Run 1, zoomed window:
Bar = 10 µm. Region (69, 37) to (94, 62) µm. Cells in grey, sequential cells in the stronger grey; small squares are vias.
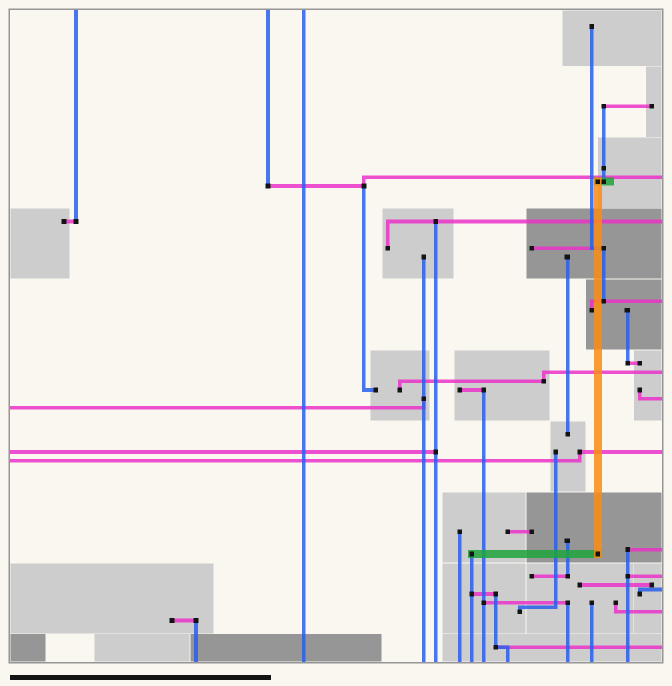
Run 1, cell outlines without signal wires:
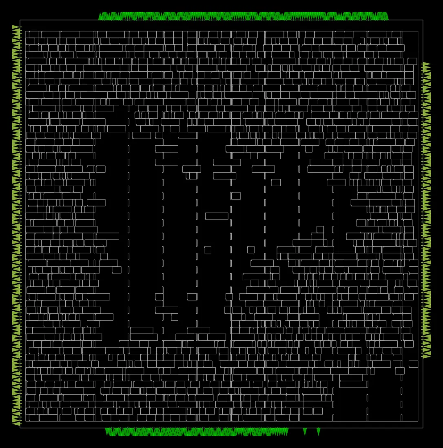
Run 1, routed clock nets over the placement:
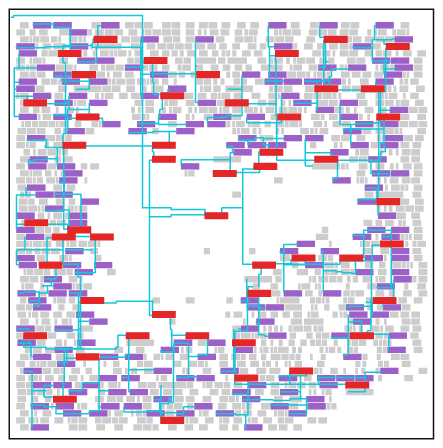
Run 1, gate-type map:
Bar = 50 µm.
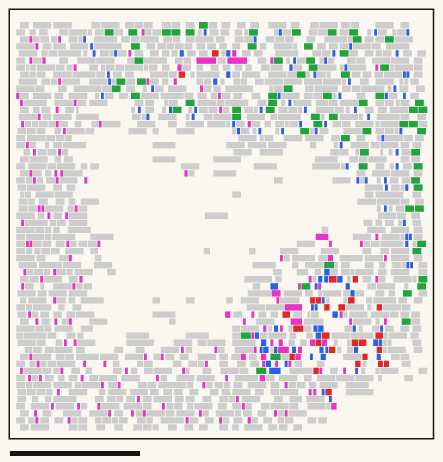
File: src/rtl/mips_pkg.sv
// Shared MIPS pipeline constants: control-bundle bit map, opcodes, bubble encoding.
// Latency: n/a (constants only).
// Backpressure: n/a.
package mips_pkg;

  // Control bundle bit positions
  localparam int REGWRITE = 0;
  localparam int MEMTOREG = 1;
  localparam int MEMREAD  = 2;
  localparam int MEMWRITE = 3;
  localparam int BRANCH   = 4;
  localparam int ALUSRC   = 5;
  localparam int REGDST   = 6;
  localparam int ALUOP_LO = 7;
  localparam int ALUOP_HI = 8;
  localparam int JUMP     = 9;

  localparam int CTRL_BITS = 10;

  // Opcodes of interest to the decode/hazard logic.
  // A load is recognised downstream through the MEMREAD control bit, which the
  // decoder raises for OP_LW.
  localparam logic [5:0] OP_RTYPE = 6'b000000;
  localparam logic [5:0] OP_ADDI  = 6'b001000;
  localparam logic [5:0] OP_LW    = 6'b100011;
  localparam logic [5:0] OP_SW    = 6'b101011;

  // A bubble carries no side effects: every control bit cleared.
  localparam logic [CTRL_BITS-1:0] BUBBLE_CTRL = '0;

endpackage

File: src/rtl/load_use_detect.sv
// Load-use hazard compare: EX holds a load whose destination is read by the instruction in ID.
// Latency: purely combinational.
// Backpressure: none; the result drives the stall decision in id_ex_stage.
module load_use_detect (
  input  logic       i_ex_memread,
  input  logic [4:0] i_ex_rt,
  input  logic [4:0] i_id_rs,
  input  logic [4:0] i_id_rt,
  output logic       o_load_use
);

  logic w_dst_nonzero;
  logic w_match;

  // $0 is hardwired, so a load into it never creates a dependency.
  assign w_dst_nonzero = (i_ex_rt != 5'd0);
  assign w_match       = (i_ex_rt == i_id_rs) || (i_ex_rt == i_id_rt);
  assign o_load_use    = i_ex_memread && w_dst_nonzero && w_match;

endmodule

File: src/rtl/id_ex_stage.sv
// ID/EX pipeline register with load-use bubble insertion, branch flush and WB->ID bypass.
// Latency: one cycle from ID inputs to ID_EX_* outputs; pc_write/if_id_write are combinational.
// Backpressure: hold freezes everything; load-use deasserts pc_write/if_id_write for one cycle.
module id_ex_stage
  import mips_pkg::*;
#(
  parameter int DATA_W = 32,
  parameter int CTRL_W = 10,
  parameter int CNT_W  = 32
) (
  input  logic              clk,
  input  logic              rst,
  input  logic              hold,
  input  logic              flush,
  input  logic [5:0]        IF_ID_opcode,
  input  logic [4:0]        IF_ID_rs,
  input  logic [4:0]        IF_ID_rt,
  input  logic [4:0]        IF_ID_rd,
  input  logic [4:0]        IF_ID_shamt,
  input  logic [5:0]        IF_ID_funct,
  input  logic [DATA_W-1:0] id_imm,
  input  logic [DATA_W-1:0] id_pc4,
  input  logic [DATA_W-1:0] rf_rdata1,
  input  logic [DATA_W-1:0] rf_rdata2,
  input  logic [CTRL_W-1:0] id_ctrl,
  input  logic              wb_reg_write,
  input  logic [4:0]        wb_dst,
  input  logic [DATA_W-1:0] wb_data,
  output logic [5:0]        ID_EX_opcode,
  output logic [4:0]        ID_EX_rs,
  output logic [4:0]        ID_EX_rt,
  output logic [4:0]        ID_EX_rd,
  output logic [4:0]        ID_EX_shamt,
  output logic [5:0]        ID_EX_funct,
  output logic [DATA_W-1:0] ID_EX_rs_data,
  output logic [DATA_W-1:0] ID_EX_rt_data,
  output logic [DATA_W-1:0] ID_EX_imm,
  output logic [DATA_W-1:0] ID_EX_pc4,
  output logic [CTRL_W-1:0] ID_EX_ctrl,
  output logic              pc_write,
  output logic              if_id_write,
  output logic [CNT_W-1:0]  stall_cnt
);

  localparam logic [CNT_W-1:0] CNT_MAX = {CNT_W{1'b1}};
  localparam logic [CNT_W-1:0] CNT_ONE = {{(CNT_W-1){1'b0}}, 1'b1};

  logic [5:0]        r_opcode;
  logic [4:0]        r_rs, r_rt, r_rd, r_shamt;
  logic [5:0]        r_funct;
  logic [DATA_W-1:0] r_rs_data, r_rt_data, r_imm, r_pc4;
  logic [CTRL_W-1:0] r_ctrl;
  logic [CNT_W-1:0]  r_stall_cnt;

  logic              w_load_use;
  logic              w_bypass_rs, w_bypass_rt;
  logic [DATA_W-1:0] w_rs_data, w_rt_data;
  logic              w_front_write;

  load_use_detect u_load_use_detect (
    .i_ex_memread (r_ctrl[MEMREAD]),
    .i_ex_rt      (r_rt),
    .i_id_rs      (IF_ID_rs),
    .i_id_rt      (IF_ID_rt),
    .o_load_use   (w_load_use)
  );

  // A register written back this cycle is not yet visible in the RF read data,
  // so take the WB value directly; $0 writes are ignored.
  assign w_bypass_rs = wb_reg_write && (wb_dst != 5'd0) && (wb_dst == IF_ID_rs);
  assign w_bypass_rt = wb_reg_write && (wb_dst != 5'd0) && (wb_dst == IF_ID_rt);
  assign w_rs_data   = w_bypass_rs ? wb_data : rf_rdata1;
  assign w_rt_data   = w_bypass_rt ? wb_data : rf_rdata2;

  // Front-end write enable: held on hold or on an unflushed load-use, open during reset.
  always_comb begin
    w_front_write = 1'b1;
    if (rst)             w_front_write = 1'b1;
    else if (hold)       w_front_write = 1'b0;
    else if (flush)      w_front_write = 1'b1;
    else if (w_load_use) w_front_write = 1'b0;
  end

  assign pc_write    = w_front_write;
  assign if_id_write = w_front_write;

  // Pipeline register: reset > hold > (flush | load-use bubble) > normal capture.
  always_ff @(posedge clk) begin
    if (rst) begin
      r_opcode  <= '0;
      r_rs      <= '0;
      r_rt      <= '0;
      r_rd      <= '0;
      r_shamt   <= '0;
      r_funct   <= '0;
      r_rs_data <= '0;
      r_rt_data <= '0;
      r_imm     <= '0;
      r_pc4     <= '0;
      r_ctrl    <= CTRL_W'(BUBBLE_CTRL);
    end else if (hold) begin
      r_opcode  <= r_opcode;
    end else if (flush || w_load_use) begin
      r_opcode  <= '0;
      r_rs      <= '0;
      r_rt      <= '0;
      r_rd      <= '0;
      r_shamt   <= '0;
      r_funct   <= '0;
      r_rs_data <= '0;
      r_rt_data <= '0;
      r_imm     <= '0;
      r_pc4     <= '0;
      r_ctrl    <= CTRL_W'(BUBBLE_CTRL);
    end else begin
      r_opcode  <= IF_ID_opcode;
      r_rs      <= IF_ID_rs;
      r_rt      <= IF_ID_rt;
      r_rd      <= IF_ID_rd;
      r_shamt   <= IF_ID_shamt;
      r_funct   <= IF_ID_funct;
      r_rs_data <= w_rs_data;
      r_rt_data <= w_rt_data;
      r_imm     <= id_imm;
      r_pc4     <= id_pc4;
      r_ctrl    <= id_ctrl;
    end
  end

  // Saturating count of load-use bubbles; a flush in the same cycle is not a stall.
  always_ff @(posedge clk) begin
    if (rst) begin
      r_stall_cnt <= '0;
    end else if (!hold && !flush && w_load_use && (r_stall_cnt != CNT_MAX)) begin
      r_stall_cnt <= r_stall_cnt + CNT_ONE;
    end
  end

  assign ID_EX_opcode  = r_opcode;
  assign ID_EX_rs      = r_rs;
  assign ID_EX_rt      = r_rt;
  assign ID_EX_rd      = r_rd;
  assign ID_EX_shamt   = r_shamt;
  assign ID_EX_funct   = r_funct;
  assign ID_EX_rs_data = r_rs_data;
  assign ID_EX_rt_data = r_rt_data;
  assign ID_EX_imm     = r_imm;
  assign ID_EX_pc4     = r_pc4;
  assign ID_EX_ctrl    = r_ctrl;
  assign stall_cnt     = r_stall_cnt;

endmodule

File: config.mk
export PLATFORM = sky130hd
export DESIGN_NAME = id_ex_stage
export DESIGN_NICKNAME = d
export VERILOG_FILES = /design/src/rtl/mips_pkg.sv /design/src/rtl/load_use_detect.sv /design/src/rtl/id_ex_stage.sv
export SDC_FILE = /design/constraint.sdc
export NUM_CORES = 1
export LEC_CHECK = 0
export CAP_MARGIN = 20
export CORE_AREA = 2 2 161 163
export CTS_CLUSTER_DIAMETER = 30
export DETAILED_ROUTE_END_ITERATION = 10
export DIE_AREA = 0 0 163 165
export PLACE_DENSITY = 0.76
export SYNTH_ARGS = -nofsm -noshare
export SYNTH_HDL_FRONTEND = slang
export SYNTH_HIERARCHICAL = 1
export SYNTH_SLANG_ARGS = --single-unit
File: constraint.sdc
create_clock -name clk -period 5.6 [get_ports clk]
set_input_delay 0.56 -clock clk [delete_from_list [all_inputs] [get_ports clk]]
set_output_delay 0.56 -clock clk [all_outputs]
set_load 0.005 [all_outputs]
==> reports/qor.rpt, run 1 <==
====================================================================================
Die boundary width                                                            163 µm
Final layout net count                                                          1488
Total inserted antenna cells                                                       1
Cell type of the slowest stage on the worst timing path                        or4_1
Count of instantiated cells in the yosys netlist                                 864
Chip Footprint                                                             26900 µm²
Repair and plain buffers                                                         424
Placer Congestion                                                              0.852
Worst hold path stage count                                                        2
Post-synth seq share                                                           0.506
Worst min path class                                                      reg -> reg
Critical path destination                                               stall_cnt[31]
Aggregate negative setup slack                                                  0 ns
Floorplan Nets                                                                  1077
Total of fill cells in the finished design                                      2188
Chip area line of the yosys report                                          7990 µm²
CTS tree                                                                       built
Number of buffer and inverter instances along the worst setup path                 1
Fraction of synthesis flops using an asynchronous set or reset pin                 0
MI comb area                                                                3710 µm²
Reg-to-reg endpoint                                                     stall_cnt[31]
Crit path required time                                                      6.03 ns
Startpoint Class                                                          input port
Cell type group with the largest total delay on the critical path       simple AND/OR/NAND/NOR gates
Wire length reported by the detailed router                                 29000 µm
Critical path class                                                        in -> reg
Synth-to-layout area growth                                                    77.3%
Routed met2 length                                                          14100 µm
Number of buffers inserted for hold repair after clock tree synthesis              0
Floorplan core area                                                        25000 µm²
First-pass iteration count of the detailed router                                  4
Placed Cells incl. Taps                                                         1554
Outcome                                                                 finished, final reports clean
Design internal power                                                        3.87 mW
Share of total power in sequential cells                                       0.308
Fraction of final layout cells sized beyond drive strength 1                  0.0845
Deepest clock path buffer count                                                    3
Number of non-clock inverters in the layout                                        3
Number of enable flip-flop cells                                                   0
Reg2reg setup slack                                                          2.30 ns
Wire length of the first global-routing pass                                43700 µm
Final number of max-transition violations                                          0
RSZ-0062 raised after global routing                                           false
Net Sw Frac                                                                    0.215
Signal buffers share of area                                                   0.298
Gate power share                                                               0.086
Worst path most repeated cell                                                a21oi_1
Number of levels in the clock H-tree                                               2
Leak                                                                         5.06 nW
Power attributed to sequential cells                                         1.52 mW
Clock Pin Slew Worst Setup and Hold Paths                                    0.05 ns
Setup fix buffers added after clock tree synthesis                                 0
Highest clock rate                                                         0.285 GHz
Worst hold start                                                        ID_EX_rt_data[18]
Gate count after technology mapping                                              864
Endpoints failing hold                                                             0
Fp_density                                                                     0.319
Number of remaining DRC errors                                                     0
Area fraction of the dominant cell type after synthesis                        0.506
Crit path cell chain                                                    clkdlybuf4s50_1 > xor2_1 > nor3_1 > nand3_1 > a21oi_1 > or3b_1 > nor4_2 > o211ai_1 > or4_1 > a21oi_1
Number of synthesized register bits                                              202
Footprint of the flip-flops and latches                                     4040 µm²
DP Wirelength                                                               20500 µm
M1 wire length                                                              11400 µm
Number of library cell types mapped by synthesis                                  44
Final core utilization                                                         0.566
Number of global-route vias before repair                                       8216
Post-DR wirelength/cell                                                      17.6 µm
Leading cell types by count after synthesis                             dfxtp_1, nor2_1, a22oi_1
Per-instance average area after synthesis                                   9.24 µm²
Minimum hold slack                                                          0.446 ns
Yosys top cell by instances                                                  dfxtp_1
Group with the largest share of power                                          clock
Number of max-capacitance violations reported                                      0
Routed via count divided by cell count                                          4.91
Worst vdd ir                                                                  252 µV
====================================================================================
Notes on 'zoomed window' above:
legend:
  metal 1:
    colour: magenta
  metal 4:
    colour: orange
  metal 2:
    colour: blue
  metal 3:
    colour: green
sequential cells in the window: 2
cells with their middle in the window: 13
netlist names of flops here include: stall_cnt (2)
most frequent: nor2_1 (3), clkdlybuf4s50_1 (2), dfxtp_1 (2)

Notes on 'cell outlines without signal wires' above:
tally of non-filler cells in the final layout: 1645
tapcells inserted: 330
sequential cell count: 202

Notes on 'routed clock nets over the placement' above:
legend:
  flip-flops:
    colour: purple
    count: 202
  clock drivers:
    colour: red
    count: 49
  clock wires:
    colour: cyan
    length: 3140 µm
routed clock nets: 50
flops lie: spread over the die
power attributed to the clock group: 2.99 mW
Setup Skew: 0.0126 ns
clock latency at the later pin of the worst-skew pair: 0.52 ns

Notes on 'gate-type map' above:
legend:
  NOR gates:
    colour: magenta
    cells: 149
    where: spread over the die
  NAND gates:
    colour: blue
    cells: 106
  multiplexers:
    colour: green
    cells: 69
  AND and OR gates:
    colour: red
    cells: 26
    where: bottom right
most numerous logic cell after layout: clkdlybuf4s50_1
multi-input logic portion of the cell area: 0.262

-- run 1: worst register-to-register path, delay by kind of cell, from the launching register on --
family | cells | cell delay [ns]
simple gates | 5 | 1.67
compound gates | 3 | 0.99
flops | 1 | 0.37
xor+xnor | 1 | 0.18
-- run 1: sequential cells by signal, indices dropped and copies added, names as in the netlist --
signal,cells
ID_EX_imm,32
ID_EX_pc4,32
ID_EX_rs_data,32
ID_EX_rt_data,32
stall_cnt,32
ID_EX_ctrl,10
ID_EX_funct,6
ID_EX_opcode,6
ID_EX_rd,5
ID_EX_rs,5
ID_EX_rt,5
ID_EX_shamt,5
-- run 1: metal layers --
metal	GRT usage	vias to the layer above
met5	0.00568	-
met4	0.0873	0
met3	0.0678	60
met2	0.347	320
met1	0.234	3783
li1	-	3914
-- run 1: stage by stage --
stage                     setup WS, ns  instance area [µm²]
after floorplan                   2.82                 7990
after global placement            1.59                12400
after detailed placement          1.52                12400
after CTS                         1.99                14200
after global routing              1.85                14200
final                             2.09                14200
-- run 1: cells in the final DEF (no fill, tap or decap), drive strengths merged, types with 2 or more instances in the layout --
cell and count:
o211ai 3, nor4 6, o31ai 3, dfxtp 202
or3 8, nand4 9, inv 5, and3 4
xor2 18, mux2i 65, clkinvlp 9, buf 11
a21oi 14, clkinv 12, mux2 4, nand2 79
o2111ai 2, a22oi 106, o21ai 76, nor2b 8
nor3 5, or4 8, clkdlybuf4s50 413, bufinv 10
nand3 15, clkbuf 57, nor2 129, and4 4
xnor2 15, nand2b 3
-- run 1: cells by family after synthesis --
family | share of synthesized area
XOR/XNOR | 0.0362
AND-OR/OR-AND | 0.175
buffers and inverters | 0.0337
multiplexers | 0.0871
adder cells (fa/ha/maj) | 0.00157
AND/OR/NAND/NOR | 0.161
flip-flops | 0.506
Run 1, wiring heat map:
The die is cut into 33 by 33 equal tiles; black is low, pale yellow is high, scaled to the fullest tile. Values are wire area over tile area, all layers added.
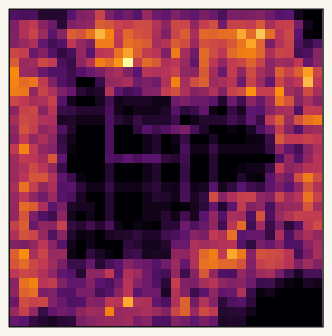

## Run 2: what changed since run 1
--- a/config.mk
+++ b/config.mk
@@ -6,11 +6,11 @@
 export NUM_CORES = 1
 export LEC_CHECK = 0
 export CAP_MARGIN = 20
-export CORE_AREA = 2 2 161 163
+export CORE_AREA = 2 2 162 164
 export CTS_CLUSTER_DIAMETER = 30
 export DETAILED_ROUTE_END_ITERATION = 10
-export DIE_AREA = 0 0 163 165
-export PLACE_DENSITY = 0.76
+export DIE_AREA = 0 0 164 166
+export PLACE_DENSITY = 0.78
 export SYNTH_ARGS = -nofsm -noshare
 export SYNTH_HDL_FRONTEND = slang
 export SYNTH_HIERARCHICAL = 1
==> constraint.sdc (replaced) <==
create_clock -name clk -period 3 [get_ports clk]
set_input_delay 0.3 -clock clk [delete_from_list [all_inputs] [get_ports clk]]
set_output_delay 0.3 -clock clk [all_outputs]
set_load 0.005 [all_outputs]
Run 2, wiring heat map:
The die is cut into 33 by 33 equal tiles; black is low, pale yellow is high, scaled to the fullest tile. Values are wire area over tile area, all layers added.
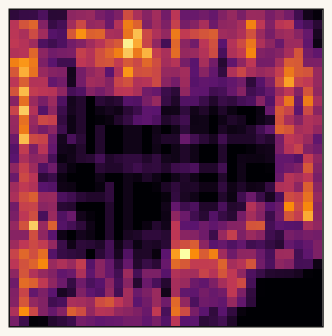
fullest tile: 0.64
tiles over half the peak: 17%
nearly empty tiles: 11%
mean over tiles: 0.18
emptiest ninth of the die: middle
post-DR wirelength/cell: 17.6 µm
number of vias in the routed layout: 8393

==> run 2 against run 1 <==
Compared with the run above: largest cell class unchanged; sequential share of layout area fell by 0.73 points; synthesized area did not move; die area rose by 1.2%.
==> reports/qor.rpt, run 2 <==
====================================================================================
Post-detailed-route count of antenna-violating nets                                0   unchanged
Post-detailed-placement cell area                                          12700 µm²   was 12400 µm²
Minimum hold slack                                                          0.224 ns   was 0.446 ns
Largest area contributor in the netlist                                      dfxtp_1   unchanged
Placed Cells incl. Taps                                                         1585   was 1554
Placer Congestion                                                              0.880   was 0.852
Number of levels in the clock H-tree                                               2   unchanged
Power density normalized to cell area                                     644 nW/µm²   was 349 nW/µm²
Worst Setup End Kind                                                            flop   unchanged
Count of instantiated cells in the yosys netlist                                 864   unchanged
Die boundary width                                                            164 µm   was 163 µm
Cell type of the slowest stage on the worst timing path                        or4_4   was or4_1
Post-place setup slack                                                     -0.406 ns   was 1.52 ns
Fraction of synthesis flops using an asynchronous set or reset pin                 0   unchanged
Initial antenna violation count                                                    2   was 1
Highest clock rate                                                         0.344 GHz
Wire length reported by the detailed router                                 29600 µm   was 29000 µm
Final layout net count                                                          1519   was 1488
Setup ws final                                                             0.0964 ns   was 2.09 ns
Outcome                                                                 finished, final reports clean   unchanged
Crit share post-route                                                          0.968
Largest combinational cell category by area                             AND-OR/OR-AND gates   unchanged
DRT iter0 DRCs                                                                   430   was 370
Clock Tree Root                                                            clkbuf_16   unchanged
Floorplan Nets                                                                  1077   unchanged
Leading cell types by count after synthesis                             dfxtp_1, nor2_1, a22oi_1   unchanged
Per-instance average area after synthesis                                   9.24 µm²   unchanged
Gate count after technology mapping                                              864   unchanged
Chip area line of the yosys report                                          7990 µm²   unchanged
Number of synthesized register bits                                              202   unchanged
Count of endpoints failing setup in the final report                               0   unchanged
Complex Gates by Area                                                          0.175   unchanged
Clock Pin Slew Worst Setup and Hold Paths                                    0.05 ns   about the same
Crit path required time                                                      3.41 ns   was 6.03 ns
Clock period minus final worst setup slack                                   2.90 ns
Worst min path class                                                       in -> reg   was reg -> reg
Total power                                                                  9.36 mW   was 4.93 mW
RSZ-0062 raised after global routing                                            true   was false
Number of remaining DRC errors                                                     0   unchanged
Post-Synth Adder-Cell Area                                                   0.00157   unchanged
Pin count of the biggest net entering global routing                              87   was 98
Clock Sink Count                                                                 202   unchanged
Total clock buffers created by CTS                                                53   was 49
Tally of non-filler cells in the final layout                                   1684   was 1645
Worst vdd ir                                                                  506 µV   was 252 µV
Final number of max-transition violations                                          0   unchanged
Deepest clock path buffer count                                                    3   unchanged
Reg2reg setup slack                                                           0.1 ns   was 2.30 ns
WP data arrival                                                              3.32 ns   was 3.94 ns
XOR/XNOR Fraction of Synth Area                                               0.0362   unchanged
Flip-flop cell with the highest count after synthesis                        dfxtp_1   unchanged
Crit path cell chain                                                    xor2_1 > nor3_2 > nand3_1 > a21oi_2 > buf_4 > or3b_4 > or4_4 > a31oi_4 > nand4_1 > mux2_4   was clkdlybuf4s50_1 > xor2_1 > nor3_1 > nand3_1 > a21oi_1 > or3b_1 > nor4_2 > o211ai_1 > or4_1 > a21oi_1
Leak                                                                         5.26 nW   was 5.06 nW
Synth-to-layout area growth                                                    82.1%   was 77.3%
Most instantiated logic cells after routing                             clkdlybuf4s50_1, dfxtp_1, nor2_1, a22oi_1, nand2_1   unchanged
Most numerous logic cell after layout                                   clkdlybuf4s50_1   unchanged
Critical path's largest stage delay                                          0.50 ns   was 0.57 ns
Post-synth seq share                                                           0.506   unchanged
Worst-margin pin slew                                                       0.913 ns   was 1.03 ns
Overall Global Routing Usage                                                   0.209   was 0.204
Wire length of the first global-routing pass                                45600 µm   was 43700 µm
Fraction of final layout cells sized beyond drive strength 1                   0.111   was 0.0845
Number of buffers inserted for hold repair after clock tree synthesis              0   unchanged
Endpoints failing hold                                                             0   unchanged
Critical path class                                                       reg -> reg   was in -> reg
Area fraction of the dominant cell type after synthesis                        0.506   unchanged
Post-route standard cell area excluding fillers                            14500 µm²   was 14200 µm²
Fp_density                                                                     0.312   was 0.319
Relative slew margins                                                          0.391   was 0.311
Routed via count divided by cell count                                          4.98   was 4.91
Number of max-capacitance violations reported                                      0   unchanged
Area fraction in mux cells                                                    0.0871   unchanged
Area fraction in and, or, nand and nor cells after synthesis                   0.161   unchanged
Chip Footprint                                                             27200 µm²   was 26900 µm²
Number of enable flip-flop cells                                                   0   unchanged
Final core utilization                                                         0.568   was 0.566
Worst hold start                                                                 rst   was ID_EX_rt_data[18]
I/O pin count                                                                    416   unchanged
Floorplan core area                                                        25600 µm²   was 25000 µm²
Number of global-route vias before repair                                       8597   was 8216
Post-Syn Area                                                               7990 µm²   unchanged
Aggregate negative setup slack                                                  0 ns   unchanged
Startpoint Class                                                                flop   was input port
Critical path peak fanout                                                          5   was 11
Origin of the worst setup path                                           ID_EX_rt[3]   was IF_ID_rs[2]
Cells taking the most area after synthesis                              dfxtp_1, a22oi_1, mux2i_1   unchanged
Yosys top cell by instances                                                  dfxtp_1   unchanged
CTS tree                                                                       built   unchanged
First-pass iteration count of the detailed router                                  5   was 4
Number of logged tool warnings                                                    27   was 26
Number of library cell types mapped by synthesis                                  44   unchanged
Worst reg2reg startpoint                                                 ID_EX_rt[3]   unchanged
FP Rows                                                                           59   was 58
GR Overflow Total                                                                  0   unchanged
Count of input and output buffers                                                415   unchanged
Total number of yosys warnings                                                     6   unchanged
Floorplan die height                                                          166 µm   was 165 µm
DP Wirelength                                                               20500 µm   about the same
====================================================================================
Run 2, routed clock nets over the placement:
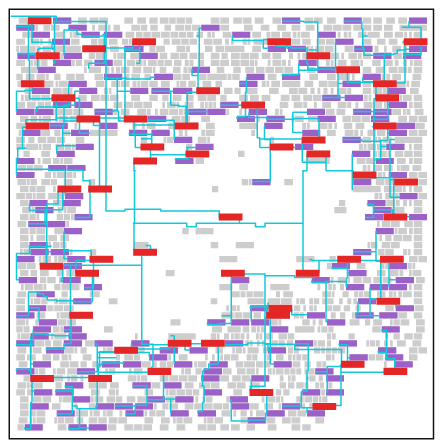
Setup Skew: 0.0138 ns
power attributed to the clock group: 5.70 mW
clock latency at the later pin of the worst-skew pair: 0.54 ns
clock group share of total power: 0.609

==> run 2: cell types whose count changed in the layout (fill, tap and decap cells not counted), sizes merged <==
cell           change
buf               +27
clkbuf            +16
bufinv             -4
clkinv             -3
clkdlybuf4s15      +2
clkdlybuf4s50      -2
clkinvlp           -2
diode              +1
inv                -1
==> run 2: cell type report <==
type | count | area [µm²]
clock buffer | 73 | 1520
clock inverter | 23 | 309
antenna | 2 | 5.00
tap | 335 | 419
inverter | 3 | 11.3
timing repair buffer | 451 | 4490
sequential | 202 | 4050
fill | 2154 | 11100
multi-input combinational | 595 | 3740
==> run 2: report_power, final <==
group	total [mW]	switching (mW)	leakage (nW)	internal, mW
sequential	2.84	0.0512	1.65	2.79
combinational	0.824	0.315	2.73	0.508
clock	5.70	1.68	0.882	4.02
total	9.36	2.05	5.26	7.31
==> run 2: final timing paths <==
path,end,cells after the start
max,stall_cnt[11],10
max reg2reg,stall_cnt[11],10
min reg2reg,ID_EX_rs_data[31],2
min,stall_cnt[0],2
==> run 2: layer usage <==
metal  track usage  routed length (µm)
met5             0                   0
met1         0.232               11300
met3        0.0704                2780
met4         0.102                1110
met2         0.354               14400
==> run 2: cells by family after synthesis <==
family          Yosys count
compound gates          211
xor+xnor                 33
fa+ha+maj                 1
buf+inv                  67
flops                   202
mux                      69
simple gates            281
==> run 2: timing repair <==
item	4_1_cts	5_1_grt
endpoints found under the setup margin	6	11
setup buffers	0	0
pin swaps	1	3
gates resized	4	12
==> run 2: critical path: cells and delay by family, from the launching register on <==
kind                      cells  cell delay, ns
AOI/OAI and AO/OA             2            0.46
buffers and inverters         1            0.15
DFF                           1            0.35
and+or+nand+nor               5            1.33
muxes                         1            0.32
xor gates and xnor gates      1            0.17
Run 2, gate-type map:
Bar = 50 µm.
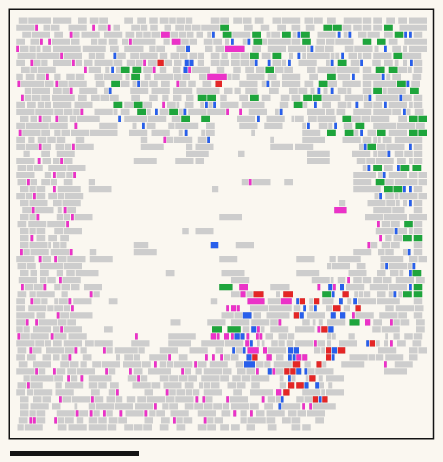

## Run 3: what changed since run 2
--- a/config.mk
+++ b/config.mk
@@ -11,6 +11,7 @@
 export DETAILED_ROUTE_END_ITERATION = 10
 export DIE_AREA = 0 0 164 166
 export PLACE_DENSITY = 0.78
+export SLEW_MARGIN = 30
 export SYNTH_ARGS = -nofsm -noshare
 export SYNTH_HDL_FRONTEND = slang
 export SYNTH_HIERARCHICAL = 1
Run 3, gate-type map:
Bar = 50 µm.
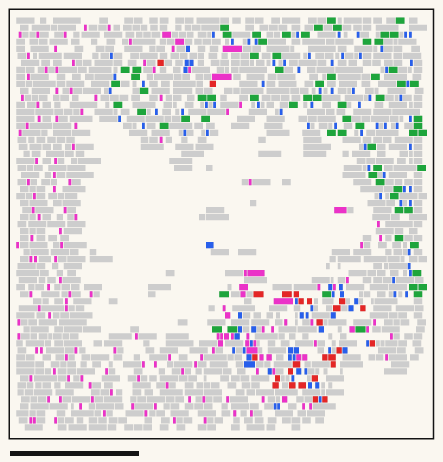
legend:
  multiplexers:
    colour: green
    cells: 69
  NAND gates:
    colour: blue
    cells: 106
  AND and OR gates:
    colour: red
    cells: 26
  NOR gates:
    colour: magenta
    cells: 149
    where: spread over the die
multi-input logic portion of the cell area: 0.256
tally of non-filler cells in the final layout: 1686

Run 3, zoomed window:
Bar = 10 µm. Region (70, 37) to (95, 62) µm. Cells in grey, sequential cells in the stronger grey; small squares are vias.
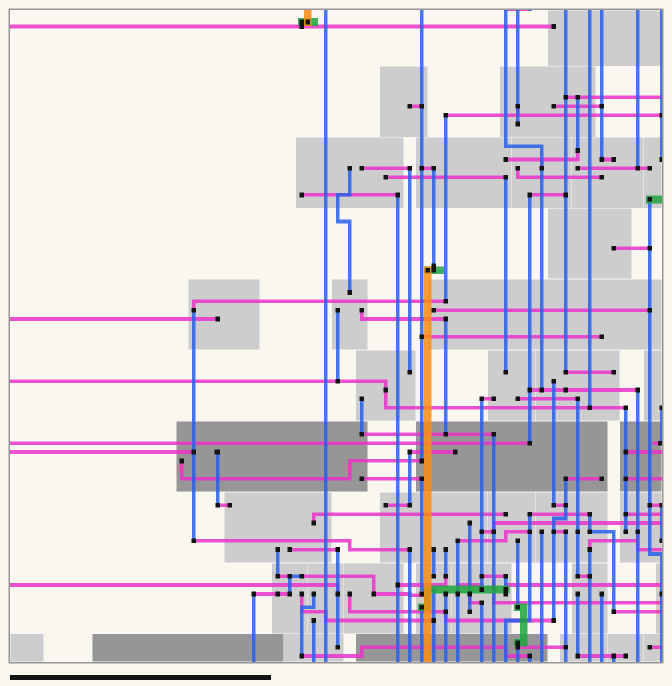
legend:
  metal 2:
    colour: blue
  metal 3:
    colour: green
  metal 4:
    colour: orange
  metal 1:
    colour: magenta
netlist names of flops here include: stall_cnt (2)
sequential cells in the window: 2
cells with their middle in the window: 26
most frequent: nor2_1 (5), nor2b_1 (3), mux2_1 (3)

==> run 3 against run 2 <==
Compared with the run above: setup slack better by 0.027 ns; cell count is 0.12% higher; total power rose by 3.4%; wire length increased by 0.52%; synthesized cell count unchanged; final area rose by 0.51%; worst hold slack gained 0.0019 ns; register-to-register slack gained 0.03 ns; largest cell class unchanged.
==> reports/qor.rpt, run 3 <==
=================================================================================
Outcome                                                              finished, final reports clean   unchanged
Setup ws final                                                           0.124 ns   was 0.0964 ns
Per-instance average area after synthesis                                9.24 µm²   unchanged
Number of library cell types mapped by synthesis                               44   unchanged
Count of input and output buffers                                             415   unchanged
Total number of yosys warnings                                                  6   unchanged
Worst-margin pin slew                                                    0.899 ns   was 0.913 ns
I/O pin count                                                                 416   unchanged
Worst vdd ir                                                               483 µV   was 506 µV
Number of synthesized register bits                                           202   unchanged
Power attributed to the clock group                                       6.02 mW   was 5.70 mW
Leak                                                                      5.31 nW   was 5.26 nW
Clock group share of total power                                            0.622   was 0.609
Cells taking the most area after synthesis                           dfxtp_1, a22oi_1, mux2i_1   unchanged
Highest clock rate                                                      0.348 GHz   was 0.344 GHz
Fp_density                                                                  0.312   unchanged
WP data arrival                                                           3.28 ns   was 3.32 ns
DRT iter0 DRCs                                                                473   was 430
Placer Congestion                                                           0.880   unchanged
Post-DR wirelength/cell                                                   17.6 µm   about the same
Group with the largest share of power                                       clock   unchanged
Fraction of synthesis flops using an asynchronous set or reset pin              0   unchanged
Setup Skew                                                              0.0145 ns   was 0.0138 ns
Critical path's largest stage delay                                       0.50 ns   about the same
Clock Pin Slew Worst Setup and Hold Paths                                 0.05 ns   about the same
Cell type group with the largest total delay on the critical path    simple AND/OR/NAND/NOR gates   unchanged
Initial antenna violation count                                                 2   unchanged
Synth-to-layout area growth                                                 83.0%   was 82.1%
Clock Tree Root                                                         clkbuf_16   unchanged
Net Sw Frac                                                                 0.215   was 0.219
Flip-flop cell with the highest count after synthesis                     dfxtp_1   unchanged
Number of levels in the clock H-tree                                            2   unchanged
Worst min path class                                                    in -> reg   unchanged
Relative slew margins                                                       0.401   was 0.391
Deepest clock path buffer count                                                 3   unchanged
Post-detailed-placement cell area                                       12700 µm²   about the same
Largest area contributor in the netlist                                   dfxtp_1   unchanged
Routed via count divided by cell count                                       4.95   was 4.98
Clock latency at the later pin of the worst-skew pair                     0.54 ns   about the same
Clock period minus final worst setup slack                                2.88 ns   was 2.90 ns
Pin count of the biggest net entering global routing                           87   unchanged
Number of max-capacitance violations reported                                   0   unchanged
Critical path peak fanout                                                       5   unchanged
Crit path required time                                                   3.40 ns   was 3.41 ns
Crit path cell chain                                                 xor2_1 > nor3_2 > nand3_1 > a21oi_2 > buf_4 > or3b_4 > or4_4 > a31oi_4 > nand3_1 > mux2_1   was xor2_1 > nor3_2 > nand3_1 > a21oi_2 > buf_4 > or3b_4 > or4_4 > a31oi_4 > nand4_1 > mux2_4
Number of enable flip-flop cells                                                0   unchanged
Number of global-route vias before repair                                    8544   was 8597
Wire length of the first global-routing pass                             45700 µm   was 45600 µm
DP Wirelength                                                            20500 µm   about the same
Post-synth seq share                                                        0.506   unchanged
Floorplan Nets                                                               1077   unchanged
Total clock buffers created by CTS                                             52   was 53
Chip Footprint                                                          27200 µm²   unchanged
Share of total power in sequential cells                                    0.293   was 0.303
RSZ-0062 raised after global routing                                         true   unchanged
Power dissipated in combinational cells                                  0.822 mW   was 0.824 mW
Post-Syn Area                                                            7990 µm²   unchanged
Most instantiated logic cells after routing                          clkdlybuf4s50_1, dfxtp_1, nor2_1, a22oi_1, nand2_1   unchanged
Endpoints failing hold                                                          0   unchanged
Count of endpoints failing setup in the final report                            0   unchanged
Startpoint Class                                                             flop   unchanged
Number of remaining DRC errors                                                  0   unchanged
Chip area line of the yosys report                                       7990 µm²   unchanged
Net switching power figure                                                2.08 mW   was 2.05 mW
Fraction of final layout cells sized beyond drive strength 1                0.112   was 0.111
Post-route standard cell area excluding fillers                         14600 µm²   was 14500 µm²
Gate power share                                                            0.085   was 0.088
Final number of max-transition violations                                       0   unchanged
Critical path class                                                    reg -> reg   unchanged
GR Overflow Total                                                               0   unchanged
Crit share post-route                                                       0.959   was 0.968
Number of logged tool warnings                                                 27   unchanged
Power attributed to sequential cells                                      2.83 mW   was 2.84 mW
First-pass iteration count of the detailed router                               5   unchanged
Design internal power                                                     7.60 mW   was 7.31 mW
Post-detailed-route count of antenna-violating nets                             0   unchanged
Post-place setup slack                                                  -0.386 ns   was -0.406 ns
Aggregate negative setup slack                                               0 ns   unchanged
=================================================================================
[run 3: cell families after synthesis]
| group | Yosys count | share of synthesized area |
|---|---|---|
| adders and majority gates | 1 | 0.00157 |
| DFF | 202 | 0.506 |
| muxes | 69 | 0.0871 |
| and+or+nand+nor | 281 | 0.161 |
| xor gates and xnor gates | 33 | 0.0362 |
| buffers and inverters | 67 | 0.0337 |
| AOI/OAI and AO/OA | 211 | 0.175 |
[run 3: through the flow]
stage,utilization,std cells,total power [mW]
floorplan,-,864,3.12
global placement,0.494,1585,3.68
detailed placement,0.494,1586,3.69
CTS,0.569,1684,9.77
global route,0.571,1686,9.99
finish,0.571,1686,9.67
[run 3: worst paths after layout]
check,from,to,slack [ns],cells after the start
worst min-delay path,rst,stall_cnt[0],0.23,2
worst max-delay path,ID_EX_rt[3],stall_cnt[15],0.12,10
worst max register to register,ID_EX_rt[3],stall_cnt[15],0.12,10
worst min register to register,ID_EX_rs_data[2],ID_EX_rs_data[2],0.45,2
[run 3: repair_timing]
item / CTS / global route
endpoints found under the setup margin: 6 / 10
hold buffers: 0 / 0
pin swaps: 1 / 3
resized: 4 / 7
[run 3: metal layers]
| metal | vias to the layer above | wire length (µm) | share of wire | track usage |
|---|---|---|---|---|
| met5 | - | 0 | 0 | 0 |
| met4 | 0 | 1120 | 0.038 | 0.0965 |
| met3 | 74 | 2450 | 0.082 | 0.0712 |
| met2 | 345 | 14700 | 0.49 | 0.357 |
| met1 | 3957 | 11500 | 0.39 | 0.232 |
| li1 | 3972 | - | - | - |
[run 3: cell type report]
type / instances / area [µm²]
inverters: 3 / 11.3
flip-flops and latches: 202 / 4050
clock buffers: 65 / 1430
clock inverters: 33 / 485
diodes: 2 / 5.00
repair buffers: 451 / 4480
fillers: 2148 / 11000
well taps: 335 / 419
multi-input cells: 595 / 3740
Power figures rest on the tool's default switching activity, not on a simulated workload.
